[config.mk]
export PLATFORM = sky130hd
export DESIGN_NAME = hazard_unit_n
export DESIGN_NICKNAME = d
export VERILOG_FILES = /design/src/rtl/hazard_unit_n.sv
export SDC_FILE = /design/constraint.sdc
export NUM_CORES = 1
export LEC_CHECK = 0
export ABC_CLOCK_PERIOD_IN_PS = 4800
export CAP_MARGIN = 20
export CORE_ASPECT_RATIO = 1.75
export CORE_MARGIN = 2
export CORE_UTILIZATION = 43
export CTS_CLUSTER_DIAMETER = 120
export DETAILED_ROUTE_END_ITERATION = 8
export GPL_ROUTABILITY_DRIVEN = 0
export PLACE_DENSITY = 0.75
export SYNTH_ARGS = -nofsm -noshare
export SYNTH_HDL_FRONTEND = slang
export SYNTH_SLANG_ARGS = --single-unit
[constraint.sdc]
create_clock -name clk -period 4.8 [get_ports clk]
set_clock_uncertainty 0.2 [all_clocks]
set_input_delay 0.96 -clock clk [delete_from_list [all_inputs] [get_ports clk]]
set_output_delay 0.96 -clock clk [all_outputs]
set_load 0.02 [all_outputs]
[src/rtl/hazard_unit_n.sv]
// hazard_unit_n
// Hazard detection and forwarding control for a LANES-wide in-order pipeline,
// plus the M-stage cache miss sequencer (tag check, writeback, line fill).
//
// Ports (lane i occupies bits [i*W +: W]; lane 0 is the oldest):
//   clk, rst_n                      clock (rising edge), async active-low reset
//   rsd, rtd / rse, rte             D / E stage source register indices
//   writerege/m/w, regwritee/m/w    E/M/W destination indices and write enables
//   memtorege, branchd              E-lane load flags, D-lane branch flags
//   memreqm, hit, dirty             M-stage memory request and cache lookup result
//   multen, multready               E-lane multiplier busy handshake
//   forwarde_a/b, forwardd_a/b      operand source selects (0 = register file,
//                                   1+j E lane j, 1+LANES+j M lane j, 1+2*LANES+j W lane j)
//   stallf/d/e/m/w, flushe          pipeline stall and flush controls
//   wb_en, fill_en                  one-cycle writeback / line-fill strobes
//   stall_cnt                       saturating count of cycles with stalld high
module hazard_unit_n #(
  parameter int LANES  = 2,
  parameter int MEMLAT = 20,
  parameter int REGW   = 5,
  parameter int FW     = $clog2(3*LANES+1)
) (
  input  logic                    clk,
  input  logic                    rst_n,
  input  logic [LANES*REGW-1:0]   rsd,
  input  logic [LANES*REGW-1:0]   rtd,
  input  logic [LANES*REGW-1:0]   rse,
  input  logic [LANES*REGW-1:0]   rte,
  input  logic [LANES*REGW-1:0]   writerege,
  input  logic [LANES*REGW-1:0]   writeregm,
  input  logic [LANES*REGW-1:0]   writeregw,
  input  logic [LANES-1:0]        regwritee,
  input  logic [LANES-1:0]        regwritem,
  input  logic [LANES-1:0]        regwritew,
  input  logic [LANES-1:0]        memtorege,
  input  logic [LANES-1:0]        branchd,
  input  logic                    memreqm,
  input  logic                    hit,
  input  logic                    dirty,
  input  logic [LANES-1:0]        multen,
  input  logic [LANES-1:0]        multready,
  output logic [LANES*FW-1:0]     forwarde_a,
  output logic [LANES*FW-1:0]     forwarde_b,
  output logic [LANES*FW-1:0]     forwardd_a,
  output logic [LANES*FW-1:0]     forwardd_b,
  output logic                    stallf,
  output logic                    stalld,
  output logic                    stalle,
  output logic                    stallm,
  output logic                    stallw,
  output logic                    flushe,
  output logic                    wb_en,
  output logic                    fill_en,
  output logic [31:0]             stall_cnt
);

  localparam int CW = $clog2(MEMLAT+1);

  typedef enum logic [2:0] {S_IDLE, S_TAG, S_WB, S_FILL, S_DONE} state_e;

  state_e        state_q, state_d;
  logic [CW-1:0] cnt_q, cnt_d;
  logic [31:0]   stall_cnt_q, stall_cnt_d;
  logic          lwstall, brstall, mstall;

  // Source select for one operand. Candidates are scanned lowest priority
  // first so later hits override: W lanes, then M lanes, then the first ne
  // E lanes; within a stage the highest lane index is scanned last and wins.
  function automatic logic [FW-1:0] pick(
    input logic [REGW-1:0]       r,
    input int                    ne,
    input logic [LANES*REGW-1:0] we,
    input logic [LANES-1:0]      ee,
    input logic [LANES*REGW-1:0] wm,
    input logic [LANES-1:0]      em,
    input logic [LANES*REGW-1:0] ww,
    input logic [LANES-1:0]      ew
  );
    logic [FW-1:0] s;
    s = '0;
    for (int j = 0; j < LANES; j++)
      if (ew[j] && ww[j*REGW +: REGW] == r) s = FW'(1 + 2*LANES + j);
    for (int j = 0; j < LANES; j++)
      if (em[j] && wm[j*REGW +: REGW] == r) s = FW'(1 + LANES + j);
    for (int j = 0; j < LANES; j++)
      if (j < ne && ee[j] && we[j*REGW +: REGW] == r) s = FW'(1 + j);
    if (r == '0) s = '0;
    return s;
  endfunction

  // E operands may take results from older E lanes (j < gi); D branch
  // operands only ever read M-stage results, so E and W enables are masked.
  for (genvar gi = 0; gi < LANES; gi++) begin : g_fwd
    assign forwarde_a[gi*FW +: FW] = pick(rse[gi*REGW +: REGW], gi, writerege, regwritee,
                                          writeregm, regwritem, writeregw, regwritew);
    assign forwarde_b[gi*FW +: FW] = pick(rte[gi*REGW +: REGW], gi, writerege, regwritee,
                                          writeregm, regwritem, writeregw, regwritew);
    assign forwardd_a[gi*FW +: FW] = pick(rsd[gi*REGW +: REGW], 0, writerege, '0,
                                          writeregm, regwritem, writeregw, '0);
    assign forwardd_b[gi*FW +: FW] = pick(rtd[gi*REGW +: REGW], 0, writerege, '0,
                                          writeregm, regwritem, writeregw, '0);
  end

  // A load in E cannot forward in time for any D-lane consumer.
  always_comb begin
    lwstall = 1'b0;
    for (int j = 0; j < LANES; j++)
      for (int k = 0; k < LANES; k++)
        if (memtorege[j] && writerege[j*REGW +: REGW] != '0 &&
            (writerege[j*REGW +: REGW] == rsd[k*REGW +: REGW] ||
             writerege[j*REGW +: REGW] == rtd[k*REGW +: REGW]))
          lwstall = 1'b1;
  end

  // Branches resolve in D: wait on any E-stage producer, and on an M-stage
  // producer while the memory stage is still stalled on its load.
  always_comb begin
    brstall = 1'b0;
    for (int i = 0; i < LANES; i++)
      for (int j = 0; j < LANES; j++) begin
        if (branchd[i] && regwritee[j] && writerege[j*REGW +: REGW] != '0 &&
            (writerege[j*REGW +: REGW] == rsd[i*REGW +: REGW] ||
             writerege[j*REGW +: REGW] == rtd[i*REGW +: REGW]))
          brstall = 1'b1;
        if (branchd[i] && regwritem[j] && stallm && writeregm[j*REGW +: REGW] != '0 &&
            (writeregm[j*REGW +: REGW] == rsd[i*REGW +: REGW] ||
             writeregm[j*REGW +: REGW] == rtd[i*REGW +: REGW]))
          brstall = 1'b1;
      end
  end

  assign mstall = |(multen & ~multready);
  assign stallm = (state_q == S_TAG) || (state_q == S_WB) || (state_q == S_FILL);
  assign stalle = stallm | mstall;
  assign stalld = lwstall | brstall | stalle;
  assign stallf = stalld;
  assign stallw = stallm;
  assign flushe = (lwstall | brstall) & ~stalle;

  // Strobes are decoded from registered state so they drop the instant
  // reset asserts and can never fire for an abandoned transfer.
  assign wb_en   = (state_q == S_WB)   && (cnt_q == CW'(1));
  assign fill_en = (state_q == S_FILL) && (cnt_q == CW'(1));
  assign stall_cnt = stall_cnt_q;

  always_comb begin
    state_d = state_q;
    cnt_d   = cnt_q;
    case (state_q)
      S_IDLE: if (memreqm) state_d = S_TAG;
      S_TAG: begin
        if (!memreqm) begin
          state_d = S_IDLE;
        end else if (hit) begin
          state_d = S_DONE;
        end else begin
          state_d = dirty ? S_WB : S_FILL;
          cnt_d   = CW'(MEMLAT);
        end
      end
      S_WB: begin
        if (cnt_q == CW'(1)) begin
          state_d = S_FILL;
          cnt_d   = CW'(MEMLAT);
        end else begin
          cnt_d = cnt_q - CW'(1);
        end
      end
      S_FILL: begin
        // Re-run the lookup after the fill; it hits this time.
        if (cnt_q == CW'(1)) begin
          state_d = S_TAG;
          cnt_d   = '0;
        end else begin
          cnt_d = cnt_q - CW'(1);
        end
      end
      S_DONE:  state_d = S_IDLE;
      default: state_d = S_IDLE;
    endcase
  end

  always_comb begin
    stall_cnt_d = stall_cnt_q;
    if (stalld && stall_cnt_q != 32'hFFFF_FFFF) stall_cnt_d = stall_cnt_q + 32'd1;
  end

  always_ff @(posedge clk or negedge rst_n) begin
    if (!rst_n) begin
      state_q     <= S_IDLE;
      cnt_q       <= '0;
      stall_cnt_q <= '0;
    end else begin
      state_q     <= state_d;
      cnt_q       <= cnt_d;
      stall_cnt_q <= stall_cnt_d;
    end
  end

endmodule

run_1/m1.png
Supply wires on this layer in gray. Cells faint in the background.
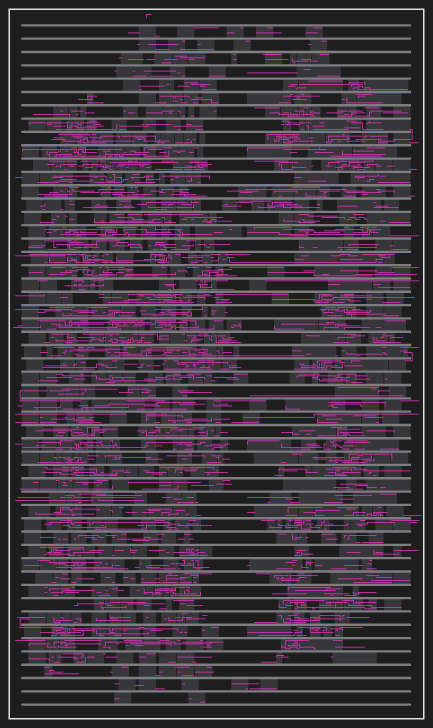
The wires run mostly horizontal. The longest straight run is 39.6 um.
via count: 4,721
GR Layer Usage met1: 0.227
Detailed Route WL: 15,800 um

run_1/port_trees.png
Scale bar: 20 um.
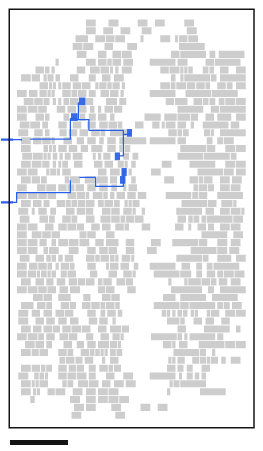
Blue shows regwritee, bits 2, direction input, edge left, end cells 6, wire 119 um.

run_1/congestion_map.png
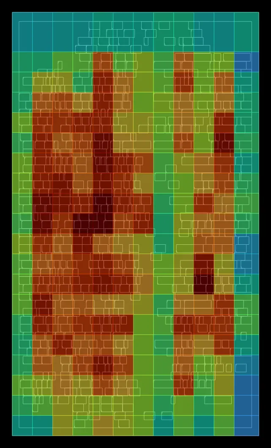
Top Usage Layer GRT: met2
GRT met2 Usage: 0.487
met3 GRT Util: 0.0388

==> flow_summary.json, run 1 <==
{
  "warnings": 27,
  "min_period_ns": 4.71,
  "synth_top_cell_by_count": "xor2_1",
  "rsz0062_at_grt": "no",
  "simple_gate_share": 0.243,
  "path_depth": 8,
  "yosys-mux-area-fraction": 0.00232,
  "crit_top_cell": "clkdlybuf4s50_1",
  "crit_required_ns": 3.64,
  "synthXorXnorAreaFrac": 0.364,
  "largest_reg_flops": 32,
  "maxPowerGroup": "combinational cells",
  "top_area_frac": 0.225,
  "rr_endpoint": "stall_cnt[1]",
  "root_buffer": "clkbuf_16",
  "ys_chip_area_mm2": 0.00486,
  "dp_cells": 829,
  "cp_num_buf_inv": 3,
  "comb-power_uw": 786,
  "cp-startpoint": "writeregm[7]",
  "crit_family": "buffers and inverters",
  "ios": 153,
  "grt_max_degree": 41,
  "route.detailed.drc": 0,
  "syn_area_mm2": 0.00486,
  "cts_resized": 0,
  "pwr-share-seq": 0.292,
  "critPathLaunchType": "input pin",
  "p_int_mw": 1.05,
  "fin_cells": 837,
  "synthAoiAreaFrac": 0.0755,
  "synth_cells": 590,
  "syn_to_final_growth_pct": 33.6,
  "rr_worst_depth": 7,
  "die_x_um": 84.3,
  "max-vdd-ir-drop_mv": 0.266,
  "numPortBuffers": 152,
  "finalMaxSlewViolations": 0,
  "hold_path_class": "register to register",
  "ys_cells": 590,
  "reg2reg_slack_ns": 1.89,
  "p_comb_frac": 0.466,
  "power_sequential_uw": 491,
  "setup.worst_path.end": "stallf",
  "layout_top_cell": "clkdlybuf4s50_1",
  "p_clk_frac": 0.242,
  "fp.coreArea_mm2": 0.0110,
  "track_usage": 0.254,
  "crit_chain": "clkdlybuf4s50_1 > or4_1 > o211ai_1 > a211o_1 > and4bb_4 > and2_4 > inv_1 > clkdlybuf4s50_1",
  "switching_share": 0.375,
  "wl_met2_um": 8360,
  "hold_path_end": "stall_cnt[7]",
  "slew_headroom": 0.400,
  "worstHoldStart": "stall_cnt[7]",
  "antennaDiodeCount": 0,
  "numClockSinks": 40,
  "post-cts-setup-buffer-count": 0,
  "via_per_inst": 5.64,
  "worstSkewPairLatency_ns": 0.29,
  "grt_pass1_wl_um": 24400,
  "path_clk_slew_ns": 0.06,
  "final_cell_mix": "148 x clkdlybuf4s50_1, 125 x xor2_1, 77 x xnor2_1",
  "yosysWarningCount": 0,
  "pwr.group.clock_uw": 408,
  "cts_hold_buf": 0,
  "adder_share": 0.00773,
  "dieArea_mm2": 0.0122,
  "cts_tree": "built",
  "crit_type": "input pin to output port",
  "yosys-top-cells-count": "125 x xor2_1, 77 x xnor2_1, 52 x nor2_1, 40 x dfrtp_1, 32 x buf_2",
  "edf_count": 0,
  "total_leakage_power_nw": 2.58,
  "htreeDepth": 2,
  "placementRows": 51,
  "ys_seq_frac": 0.206,
  "cts_made_buffers": 5,
  "ys_async_sr_fraction": 1.00,
  "overflow": 0,
  "final_hold_viol_count": 0,
  "seqCellArea_mm2": 0.00100,
  "routedWlPerCell_um": 18.9,
  "yosysTopAreaCell": "xor2_1",
  "fmax_mhz": 212,
  "route.met3.wl_um": 870,
  "die_y_um": 145,
  "fp_util": 0.440,
  "fp_nets": 682,
  "syn_avg_cell_area_um2": 8.23,
  "maxCapViolCount": 0,
  "tns_ns": 0,
  "crit_path_end_kind": "output port",
  "switching_power_uw": 632,
  "status": "finished, final reports clean",
  "logic_area_mm2": 0.00337,
  "hpwl_um": 13000,
  "final_antenna_net_count": 0,
  "period_used_share": 0.982,
  "top_layer": "met4",
  "topCellsByArea": "xor2_1 23%, dfrtp_1 21%, xnor2_1 14%",
  "fillCellCount": 990,
  "cts_buffer_depth": 2,
  "synth_cell_types": 52,
  "worst_pin_slew_ns": 0.900,
  "crit_arrival_ns": 3.55,
  "ys.flops": 40,
  "cp_max_fo": 6,
  "hold_slack_ns": 0.285,
  "slowest_delay_ns": 0.61,
  "dr.pass1.iters": 4,
  "fin_util": 0.588,
  "hold_depth": 1,
  "grt_pass1_vias": 4894,
  "initialDrtViolationCount": 151,
  "setup_violations": 0,
  "crit_path_top_delay_cell": "clkdlybuf4s50_1",
  "topCombFamilyByArea": "XOR/XNOR gates",
  "synthFlopType": "dfrtp_1",
  "fin_nets": 796,
  "antenna_found_initial": 0,
  "powerDensity_mw_per_mm2": 260,
  "drive_gt1_frac": 0.0851,
  "r2r_start": "state_q[0]",
  "met1Wirelength_um": 5140
}
[run 1: area by class of cell]
| class | instances | share of cell area |
|---|---|---|
| clock buffer | 7 | 0.0235 |
| clock inverter | 1 | 0.00463 |
| inverter | 12 | 0.00694 |
| multi-input combinational | 466 | 0.519 |
| sequential | 40 | 0.154 |
| tap | 132 | 0.0255 |
| timing repair buffer | 179 | 0.266 |
[run 1: metrics by stage]
| step | worst slack [ns] | cell area (um2) | total power, mW |
|---|---|---|---|
| 3_5_place_dp | 0.112 | 6300 | 1.28 |
| 5_1_grt | 0.0148 | 6490 | 1.78 |
| 3_3_place_gp | 0.146 | 6300 | 1.25 |
| 6_report | 0.0873 | 6490 | 1.69 |
| 2_1_floorplan | 0.906 | 4860 | 0.992 |
| 4_1_cts | 0.109 | 6480 | 1.70 |
run_1/m2.png
Cells faint in the background.
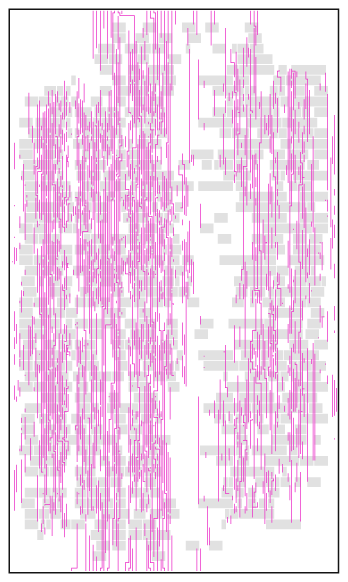

==> run 2, diff against run 1 <==
- CORE_ASPECT_RATIO: 1.75 -> 1.25
- CTS_CLUSTER_SIZE: not set -> 25
run_2/m2.png
Cells faint in the background.
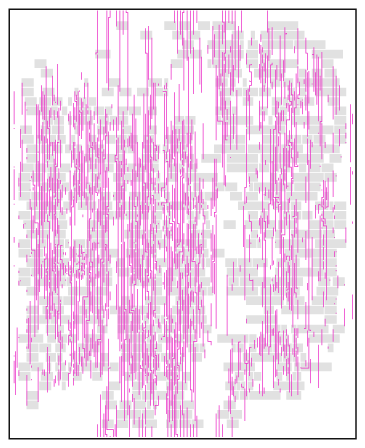
690 nets have wire on it. The layer carries 7,730 um of wire. The wires run mostly vertical.

==> flow_summary.json, run 2 <==
{
  "fin_nets": 789,
  "period_used_share": 0.983,
  "edf_count": 0,
  "hold_path_class": "register to register",
  "met3_usage": 0.0399,
  "flops": 40,
  "met1Wirelength_um": 5390,
  "adder_share": 0.00773,
  "powerDensity_mw_per_mm2": 256,
  "fin_cells": 833,
  "finish.instance_area_mm2": 0.00642,
  "fmax_mhz": 212,
  "grt_pass1_vias": 4744,
  "busiest_layer": "met2",
  "fin_ws_ns": 0.0796,
  "dr.pass1.iters": 5,
  "synth_cell_types": 52,
  "clkbuf_count": 5,
  "slew_headroom": 0.419,
  "comb_area_share": 0.525,
  "crit_required_ns": 3.64,
  "cts_buffer_depth": 2,
  "hpwl_um": 12300,
  "die_y_um": 123,
  "drive_gt1_frac": 0.0759,
  "fp_nets": 682,
  "numPortBuffers": 152,
  "hold_slack_ns": 0.290,
  "root_buffer": "clkbuf_16",
  "taps": 135,
  "dominant_cells": "combinational gates",
  "yosysTopAreaCell": "xor2_1",
  "htreeDepth": 2,
  "grt_pass1_wl_um": 23600,
  "topCombFamilyByArea": "XOR/XNOR gates",
  "antenna_found_initial": 0,
  "ys_seq_frac": 0.206,
  "die_x_um": 99.1,
  "overflow": 0,
  "crit_arrival_ns": 3.56,
  "simple_gate_share": 0.243,
  "crit_path_top_delay_cell": "clkdlybuf4s50_1",
  "logic_gate_count": 466,
  "finalMaxSlewViolations": 0,
  "total_leakage_power_nw": 2.52,
  "topCellsByArea": "xor2_1 23%, dfrtp_1 21%, xnor2_1 14%",
  "critPathLaunchType": "input pin",
  "initialDrtViolationCount": 158,
  "seqCellArea_mm2": 0.00100,
  "slowest_delay_ns": 0.80,
  "crit_family": "buffers and inverters",
  "worst_pin_slew_ns": 0.871,
  "path_clk_slew_ns": 0.06,
  "crit_path_end_kind": "output port",
  "worstSkewPairLatency_ns": 0.29,
  "fillCellCount": 963,
  "synthXorXnorAreaFrac": 0.364,
  "routedWlPerCell_um": 17.9,
  "route.detailed.drc": 0,
  "status": "finished, final reports clean",
  "signal_buffers": 172,
  "final_hold_viol_count": 0,
  "fp_util": 0.440,
  "final_antenna_net_count": 0,
  "ys.flops": 40,
  "setup_violations": 0,
  "largest_reg_flops": 32,
  "final_cell_mix": "150 x clkdlybuf4s50_1, 125 x xor2_1, 77 x xnor2_1",
  "fp.coreArea_mm2": 0.0110,
  "top_area_frac": 0.225,
  "syn_area_mm2": 0.00486,
  "use_met1": 0.255,
  "yosysWarningCount": 0,
  "yosys-top-cells-count": "125 x xor2_1, 77 x xnor2_1, 52 x nor2_1, 40 x dfrtp_1, 32 x buf_2",
  "crit_chain": "clkdlybuf4s50_1 > xor2_1 > nor3_1 > a22oi_1 > nand2_1 > a311oi_4 > and2_4 > inv_1 > clkdlybuf4s50_1",
  "syn_avg_cell_area_um2": 8.23,
  "maxCapViolCount": 0,
  "ys_chip_area_mm2": 0.00486,
  "top_layer": "met4",
  "use_met2": 0.458,
  "synth_top_cell_by_count": "xor2_1",
  "synthFlopType": "dfrtp_1",
  "layout_top_cell": "clkdlybuf4s50_1",
  "route.met3.wl_um": 1050,
  "rsz0062_at_grt": "no",
  "ys_async_sr_fraction": 1.00,
  "max-vdd-ir-drop_mv": 0.235,
  "logic_area_mm2": 0.00337,
  "numClockSinks": 40,
  "antennaDiodeCount": 0,
  "dp_cells": 825,
  "warnings": 27,
  "cp_max_fo": 7,
  "crit_type": "input pin to output port",
  "vias": 4665,
  "inverters": 12,
  "min_period_ns": 4.72,
  "drt-total-wl_um": 14900,
  "cts_tree": "built",
  "cp_num_buf_inv": 3
}
## run 2: cell counts after synthesis
Identical to the previous run, type by type.
## run 2: worst paths after layout
check,from,end,slack [ns],depth (start not counted)
worst min-delay path,stall_cnt[18],stall_cnt[18],0.29,1
worst min register to register,stall_cnt[18],stall_cnt[18],0.29,1
worst max-delay path,writerege[4],stalld,0.08,9
worst max register to register,state_q[0],stall_cnt[1],2.01,7
max in group asynchronous,rst_n,stall_cnt[27],3.27,1
min in group asynchronous,rst_n,cnt_q[0],0.59,1
## run 2: repair_timing
item	4_1_cts	5_1_grt
hold buffers	0	0
resized	0	1
setup endpoints to repair	0	2
buffers inserted	0	0
## run 2: power breakdown
part	switching (mW)	internal (mW)	total (mW)
sequential	0.0859	0.407	0.493
combinational	0.403	0.370	0.773
clock	0.135	0.244	0.379
run_2/ff_map.png
Other cells in gray.
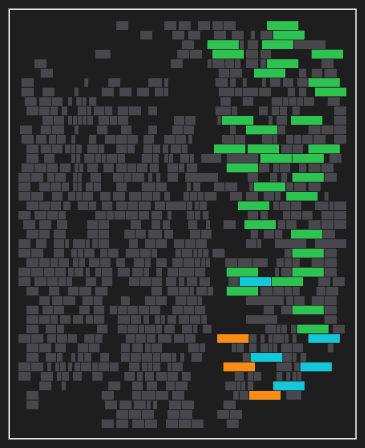

==> run 3, diff against run 2 <==
- ABC_AREA: not set -> 0
- CORE_MARGIN: 2 -> not set
- CTS_CLUSTER_DIAMETER: 120 -> not set
run_3/ff_map.png
Other cells in gray.
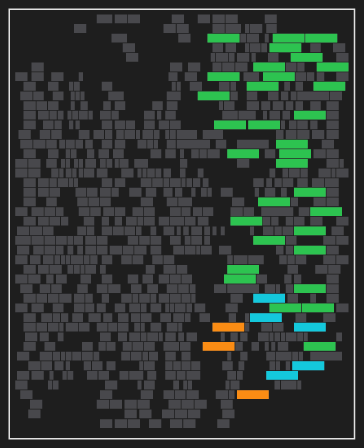
Cyan shows cnt_q, placed flops 5, where lower right. Orange shows state_q, placed flops 3. Green shows stall_cnt, placed flops 32.
FF+latch area: 0.00100 mm2
sequential share of cell area: 0.156
Seq group: 491 uW
final core utilization: 0.581

==> flow_summary.json, run 3 <==
{
  "status": "finished, final reports clean",
  "rr_worst_depth": 7,
  "powerDensity_mw_per_mm2": 249,
  "hpwl_um": 12200,
  "numClockSinks": 40,
  "hold_slack_ns": 0.288,
  "edf_count": 0,
  "wl_met2_um": 7720,
  "grt_pass1_vias": 4769,
  "warnings": 27,
  "syn_avg_cell_area_um2": 8.23,
  "top_area_frac": 0.225,
  "htreeDepth": 2,
  "fin_nets": 789,
  "switching_share": 0.384,
  "rsz0062_at_grt": "no",
  "ys_chip_area_mm2": 0.00486,
  "slowest_delay_ns": 0.67,
  "route.met3.wl_um": 963,
  "vias": 4616,
  "slew_headroom": 0.411,
  "logic_area_mm2": 0.00337,
  "yosysWarningCount": 0,
  "antennaDiodeCount": 0,
  "clock_area_frac": 0.0232,
  "crit_path_top_delay_cell": "clkdlybuf4s50_1",
  "antenna_found_initial": 0,
  "total_leakage_power_nw": 2.54,
  "topCellsByArea": "xor2_1 23%, dfrtp_1 21%, xnor2_1 14%",
  "flops": 40,
  "maxCapViolCount": 0,
  "setup.worst_path.end": "forwarde_a[4]",
  "grt_pass1_wl_um": 23700,
  "hold_path_end": "stall_cnt[18]",
  "crit_path_end_kind": "output port",
  "synth_top_cell_by_count": "xor2_1",
  "cts_tree": "built",
  "largest_reg_flops": 32,
  "synth_cell_types": 52,
  "pwr-share-seq": 0.308,
  "met3_usage": 0.0439,
  "layout_top_cell": "clkdlybuf4s50_1",
  "rr_endpoint": "stall_cnt[1]",
  "path_clk_slew_ns": 0.06,
  "crit_chain": "clkdlybuf4s50_1 > buf_4 > xor2_1 > nor4_1 > and3_1 > nor2_1 > nor3_1 > clkdlybuf4s50_1",
  "inverters": 12,
  "p_int_uw": 981,
  "initialDrtViolationCount": 207,
  "crit_top_cell": "clkdlybuf4s50_1",
  "drive_gt1_frac": 0.0759,
  "fmax_mhz": 212,
  "ys.flops": 40,
  "cts_buffer_depth": 2,
  "setup_violations": 0,
  "ys_seq_frac": 0.206,
  "crit_required_ns": 3.64,
  "finish.instance_area_mm2": 0.00641,
  "reg2reg_slack_ns": 2.03,
  "worstHoldStart": "stall_cnt[18]",
  "max-vdd-ir-drop_mv": 0.163,
  "critPathLaunchType": "input pin",
  "use_met2": 0.478,
  "cp_max_fo": 5,
  "fin_ws_ns": 0.0905,
  "busiest_layer": "met2",
  "logic_gate_count": 466,
  "min_period_ns": 4.71,
  "worstSkewPairLatency_ns": 0.29,
  "hold_depth": 1,
  "fillCellCount": 978,
  "comb-power_uw": 767,
  "overflow": 0,
  "post-cts-setup-buffer-count": 0,
  "dp_cells": 825,
  "die_x_um": 97.1,
  "comb_area_share": 0.525,
  "p_clk_frac": 0.210,
  "yosysTopAreaCell": "xor2_1",
  "final_cell_mix": "147 x clkdlybuf4s50_1, 125 x xor2_1, 77 x xnor2_1",
  "worst_pin_slew_ns": 0.883,
  "clkbuf_count": 6,
  "fin_cells": 833,
  "final_antenna_net_count": 0,
  "cts_hold_buf": 0,
  "switching_power_uw": 612,
  "fp_util": 0.440,
  "cts_resized": 0,
  "signal_buffers": 172,
  "crit_arrival_ns": 3.55,
  "dr.pass1.iters": 5,
  "die_y_um": 121,
  "hold_path_class": "register to register",
  "root_buffer": "clkbuf_16",
  "ys_async_sr_fraction": 1.00,
  "use_met1": 0.261,
  "yosys-top-cells-count": "125 x xor2_1, 77 x xnor2_1, 52 x nor2_1, 40 x dfrtp_1, 32 x buf_2",
  "r2r_start": "state_q[0]",
  "syn_area_mm2": 0.00486,
  "finalMaxSlewViolations": 0,
  "numPortBuffers": 152,
  "p_comb_frac": 0.481,
  "route.detailed.drc": 0,
  "met1Wirelength_um": 5420,
  "routedWlPerCell_um": 17.9,
  "top_layer": "met4",
  "taps": 135,
  "synthFlopType": "dfrtp_1",
  "period_used_share": 0.981
}
-- run 3: cell counts after synthesis --
Identical to the previous run, type by type.
-- run 3: kinds of logic after synthesis --
group / after synthesis / synth area share
adder cells (fa/ha/maj): 3 / 0.00773
XOR/XNOR: 202 / 0.364
AND/OR/NAND/NOR: 213 / 0.243
AND-OR/OR-AND: 47 / 0.0755
multiplexers: 1 / 0.00232
flip-flops: 40 / 0.206
buffers and inverters: 84 / 0.100
-- run 3: worst max-delay path: cells and delay by family --
family        cells  cell delay (ns)
buf+inv           3             1.50
simple gates      4             0.92
xor+xnor          1             0.16
Power and IR drop assume default switching activity.
